clock_wires.png
The bar under the picture is 20 um long.
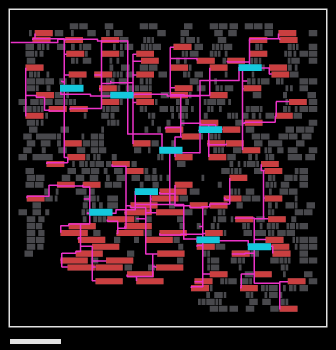
class_map.png
Fill, decap, tap and diode cells in gray.
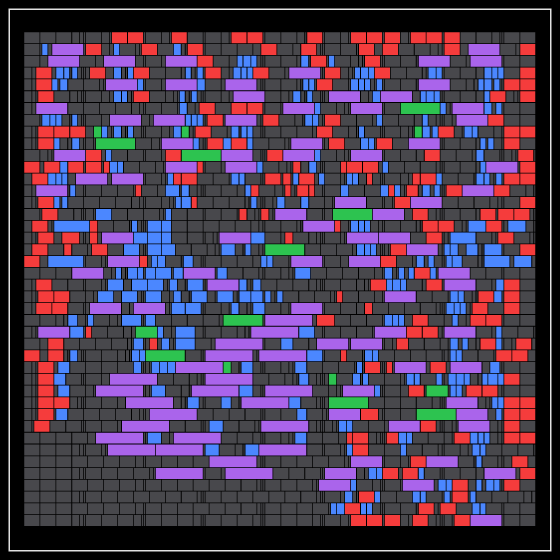
ff_map.png
The bar under the picture is 20 um long. Other sequential cells in the stronger gray, the rest of the logic in the fainter gray.
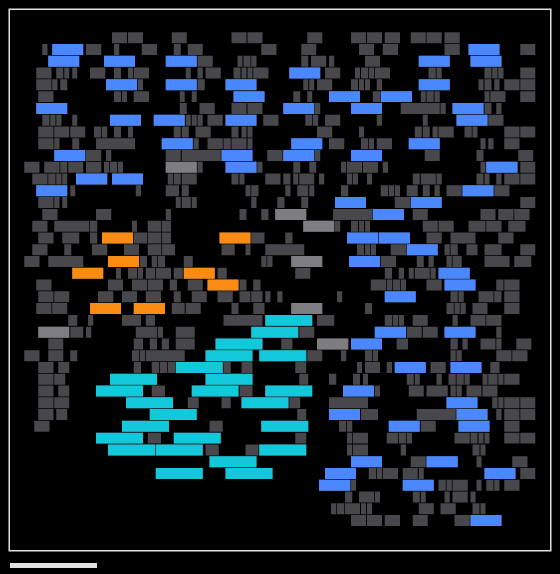
layers.png
The bar under the picture is 20 um long. Two of the layers only.
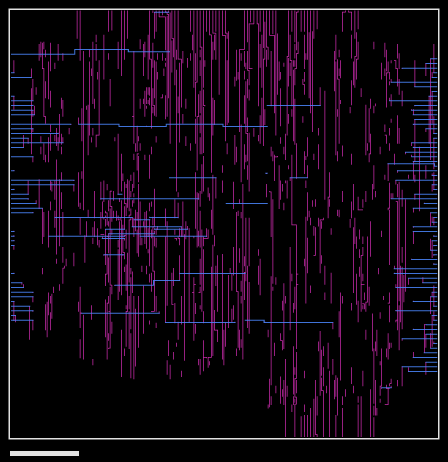
clock_nets.png
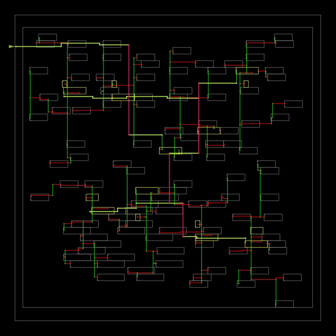
===== config.mk =====
export PLATFORM = sky130hd
export DESIGN_NAME = atcaxi2tluh500_rsp_route
export DESIGN_NICKNAME = d
export VERILOG_FILES = /design/src/rtl/atcaxi2tluh500_pkg.sv /design/src/rtl/atcaxi2tluh500_oh2bin.sv /design/src/rtl/atcaxi2tluh500_rsp_route.sv
export SDC_FILE = /design/constraint.sdc
export NUM_CORES = 1
export LEC_CHECK = 0
export CORE_MARGIN = 3
export CORE_UTILIZATION = 30
export DETAILED_ROUTE_END_ITERATION = 7
export GPL_TIMING_DRIVEN = 0
export PLACE_DENSITY_LB_ADDON = 0.05
export RECOVER_POWER = 100
export SKIP_CTS_REPAIR_TIMING = 1
export SLEW_MARGIN = 20
export SYNTH_ARGS = -nofsm -noshare
export SYNTH_HDL_FRONTEND = slang
export SYNTH_SLANG_ARGS = --single-unit

===== constraint.sdc =====
create_clock -name clk -period 3.66 [get_ports clk]
set_input_delay 1.098 -clock clk [delete_from_list [all_inputs] [get_ports clk]]
set_output_delay 1.098 -clock clk [all_outputs]
set_load 0.05 [all_outputs]

===== src/rtl/atcaxi2tluh500_pkg.sv =====
// Shared types and helpers for the AXI-to-TL-UH bridge response path.
// Imported by the response router and its one-hot encoder.
package atcaxi2tluh500_pkg;

    // Ceiling log2, used to size requester indices and tag tables.
    function automatic int clog2(input int value);
        int result;
        result = 0;
        while ((1 << result) < value) begin
            result++;
        end
        return result;
    endfunction

    // Classification of the D-channel beat presented in the current cycle.
    typedef enum logic [1:0] {
        BEAT_NONE,
        BEAT_STALL,
        BEAT_ROUTE,
        BEAT_DROP
    } beat_e;

endpackage


===== src/rtl/atcaxi2tluh500_oh2bin.sv =====
// One-hot to binary encoder built as an OR-reduction.
// The result is meaningful only when at most one input bit is set.
module atcaxi2tluh500_oh2bin
    import atcaxi2tluh500_pkg::*;
#(
    parameter int N  = 8,
    parameter int IW = (N > 1) ? clog2(N) : 1
) (
    input  logic [N-1:0]  oh_i,
    output logic [IW-1:0] bin_o
);

    // NOTE: every variable assigned in always_comb gets a default first so no latch is inferred.
    always_comb begin
        bin_o = '0;
        for (int i = 0; i < N; i++) begin
            if (oh_i[i]) begin
                bin_o = bin_o | IW'(i);
            end
        end
    end

endmodule


===== src/rtl/atcaxi2tluh500_rsp_route.sv =====
// Response router: remembers which requester owns each TL source tag and
// steers D-channel beats to that requester through a one-deep output register.
module atcaxi2tluh500_rsp_route
    import atcaxi2tluh500_pkg::*;
#(
    parameter int N  = 8,
    parameter int IW = (N > 1) ? clog2(N) : 1,
    parameter int TW = 3,
    parameter int DW = 64
) (
    input  logic                 clk,
    input  logic                 reset,
    input  logic [N-1:0]         req_grant,
    input  logic                 req_fire,
    input  logic [TW-1:0]        req_tag,
    output logic [(1<<TW)-1:0]   tag_busy,
    input  logic                 dn_valid,
    output logic                 dn_ready,
    input  logic [TW-1:0]        dn_tag,
    input  logic                 dn_last,
    input  logic [DW-1:0]        dn_data,
    output logic [N-1:0]         up_valid,
    input  logic [N-1:0]         up_ready,
    output logic [DW-1:0]        up_data,
    output logic                 up_last,
    input  logic                 err_clr,
    output logic                 err_unalloc,
    output logic                 err_realloc
);

    localparam int DEPTH = 1 << TW;

    logic [DEPTH-1:0] vld_q, vld_d;
    logic [IW-1:0]    idx_q [DEPTH];
    logic [IW-1:0]    grant_idx;

    logic             ov_q, ov_d;
    logic [IW-1:0]    oidx_q, oidx_d;
    logic [DW-1:0]    odata_q, odata_d;
    logic             olast_q, olast_d;

    logic             err_unalloc_q, err_unalloc_d;
    logic             err_realloc_q, err_realloc_d;

    beat_e            beat;
    logic             up_fire;
    logic             free_en;
    logic             same_tag_free;
    logic             alloc_en;
    logic             realloc_err;

    atcaxi2tluh500_oh2bin #(
        .N  (N),
        .IW (IW)
    ) u_grant_enc (
        .oh_i  (req_grant),
        .bin_o (grant_idx)
    );

    // Ready passes straight through from the selected requester so a full
    // register can still accept a new beat in the cycle it drains.
    assign up_fire  = ov_q & up_ready[oidx_q];
    assign dn_ready = ~ov_q | up_ready[oidx_q];

    always_comb begin
        beat = BEAT_NONE;
        if (dn_valid) begin
            if (!dn_ready) begin
                beat = BEAT_STALL;
            end else if (vld_q[dn_tag]) begin
                beat = BEAT_ROUTE;
            end else begin
                beat = BEAT_DROP;
            end
        end
    end

    // A last beat freeing the very tag being re-allocated is not a conflict.
    assign free_en       = (beat == BEAT_ROUTE) & dn_last;
    assign same_tag_free = free_en & (dn_tag == req_tag);
    assign alloc_en      = req_fire & (|req_grant) & (~vld_q[req_tag] | same_tag_free);
    assign realloc_err   = req_fire & ~alloc_en;

    always_comb begin
        vld_d = vld_q;
        if (free_en) begin
            vld_d[dn_tag] = 1'b0;
        end
        if (alloc_en) begin
            vld_d[req_tag] = 1'b1;
        end
    end

    always_comb begin
        ov_d    = ov_q;
        oidx_d  = oidx_q;
        odata_d = odata_q;
        olast_d = olast_q;
        if (beat == BEAT_ROUTE) begin
            ov_d    = 1'b1;
            oidx_d  = idx_q[dn_tag];
            odata_d = dn_data;
            olast_d = dn_last;
        end else if (up_fire) begin
            ov_d = 1'b0;
        end
    end

    // A set in the same cycle as a clear leaves the flag set.
    assign err_unalloc_d = (beat == BEAT_DROP) | (err_unalloc_q & ~err_clr);
    assign err_realloc_d = realloc_err | (err_realloc_q & ~err_clr);

    // NOTE: sequential state uses non-blocking assignments so every register samples pre-edge values.
    always_ff @(posedge clk) begin
        if (reset) begin
            vld_q         <= '0;
            ov_q          <= 1'b0;
            oidx_q        <= '0;
            odata_q       <= '0;
            olast_q       <= 1'b0;
            err_unalloc_q <= 1'b0;
            err_realloc_q <= 1'b0;
        end else begin
            vld_q         <= vld_d;
            ov_q          <= ov_d;
            oidx_q        <= oidx_d;
            odata_q       <= odata_d;
            olast_q       <= olast_d;
            err_unalloc_q <= err_unalloc_d;
            err_realloc_q <= err_realloc_d;
        end
    end

    // NOTE: the owner array is not reset; each entry is qualified by its vld bit.
    always_ff @(posedge clk) begin
        if (alloc_en) begin
            idx_q[req_tag] <= grant_idx;
        end
    end

    assign tag_busy    = vld_q;
    assign up_valid    = ov_q ? (N'(1) << oidx_q) : '0;
    assign up_data     = odata_q;
    assign up_last     = olast_q;
    assign err_unalloc = err_unalloc_q;
    assign err_realloc = err_realloc_q;

    a_up_valid_onehot : assert property (@(posedge clk) disable iff (reset)
        $onehot0(up_valid));

    a_hold_until_fire : assert property (@(posedge clk) disable iff (reset)
        (ov_q && !up_fire) |=> (ov_q && $stable(odata_q) && $stable(olast_q) && $stable(oidx_q)));

endmodule


==> results_dict.tcl <==
# yosys + openroad results
set metrics [dict create \
    status "completed" \
    compound_area_share_pct 15.6 \
    avgSynthCellArea_um2 9.40 \
    top_cell "nand2_1" \
    logic_family "simple AND/OR/NAND/NOR gates" \
    synthCells 450 \
    leakagePower_nw 2.44 \
    design_area_mm2 0.00635 \
    powerDensity_mw_per_mm2 377 \
    p_int_mw 1.82 \
    fp_util_pct 31.3 \
    cts.reportedPaths.clkPinSlew_ns 0.06 \
    rr_startpoint "oidx_q[0]" \
    worst_path_largest_cell_delay_ns 0.41 \
    reg2regPathDepth 7 \
    io_pins 176 \
    grt_overflow_total 0 \
    comb_area_mm2 0.00165 \
    slew_viol_final 0 \
    yosysTopAreaCell "dfxtp_1" \
    grt_pass1_wl_um 20400 \
    fin_hold_ws_ns 0.450 \
    mostFrequentLayoutCells "138 x nand2_1, 85 x dlygate4sd3_1, 84 x clkdlybuf4s50_1" \
    gr-usage-met2_pct 26.6 \
    worstSetupPathType "in -> out" \
    crit_family "buffers and inverters" \
    wirelength_um 12700 \
    drive_gt1_share_pct 8.02 \
    whs_path_depth 2 \
    yosysTopAreaCellShare_pct 37.4 \
    gp_congestion 0.879 \
    reg2reg_slack_ns 0.98 \
    ys_chip_area_mm2 0.00423 \
    end_kind "output pin" \
    ys_seq_share_pct 54.4 \
    yosys.cell_types.count 44 \
    simple_gate_area_share_pct 20.4 \
    p_sw_share_pct 23.9 \
    timing.slew.headroom_pct 50.6 \
    finalHoldViolCount 0 \
    logic_gate_count 306 \
    met1_length_um 5770 \
    path_depth 5 \
    synth_area_mm2 0.00423 \
    fmax_ghz 0.280 \
    top_layer "met4" \
    tap_cells 176 \
]
## Picture notes: clock_wires.png
Key: clock-net drivers = cyan [count 9]; clock wires = magenta [length 1280 um]; flip-flops = red [count 103]
There are 10 routed clock nets.
clock latency on the worst-skew pair: 0.34 ns
Final Skew: 0.00618 ns

## Picture notes: class_map.png
Key: registers = purple [cells 103]; remaining buffers and delay cells = red [cells 205]; clock drivers and dummy loads = green [cells 16]; remaining logic cells = blue [cells 312]

## Picture notes: ff_map.png
Key: `tag_busy` = orange [flops 8, where middle left]; `up_data` = blue [flops 64, where all over the die]; `idx_q` = cyan [flops 24]
Another 7 sequential cells are not colored.
Register Area: 0.00230 mm^2
sequential share of cell area: 36.2%
fin util: 47.0%
Seq. pwr: 1.19 mW

## Picture notes: layers.png
Key: M2 = magenta [wire length 5850 um]; M3 = blue [wire length 1000 um]

## Picture notes: clock_nets.png
clk pwr: 898 uW
FF+latch count: 103
TritonCTS buffer count: 9
CTS Sinks: 103
clkbuf count: 12

Power is estimated from default activity; no workload was simulated.
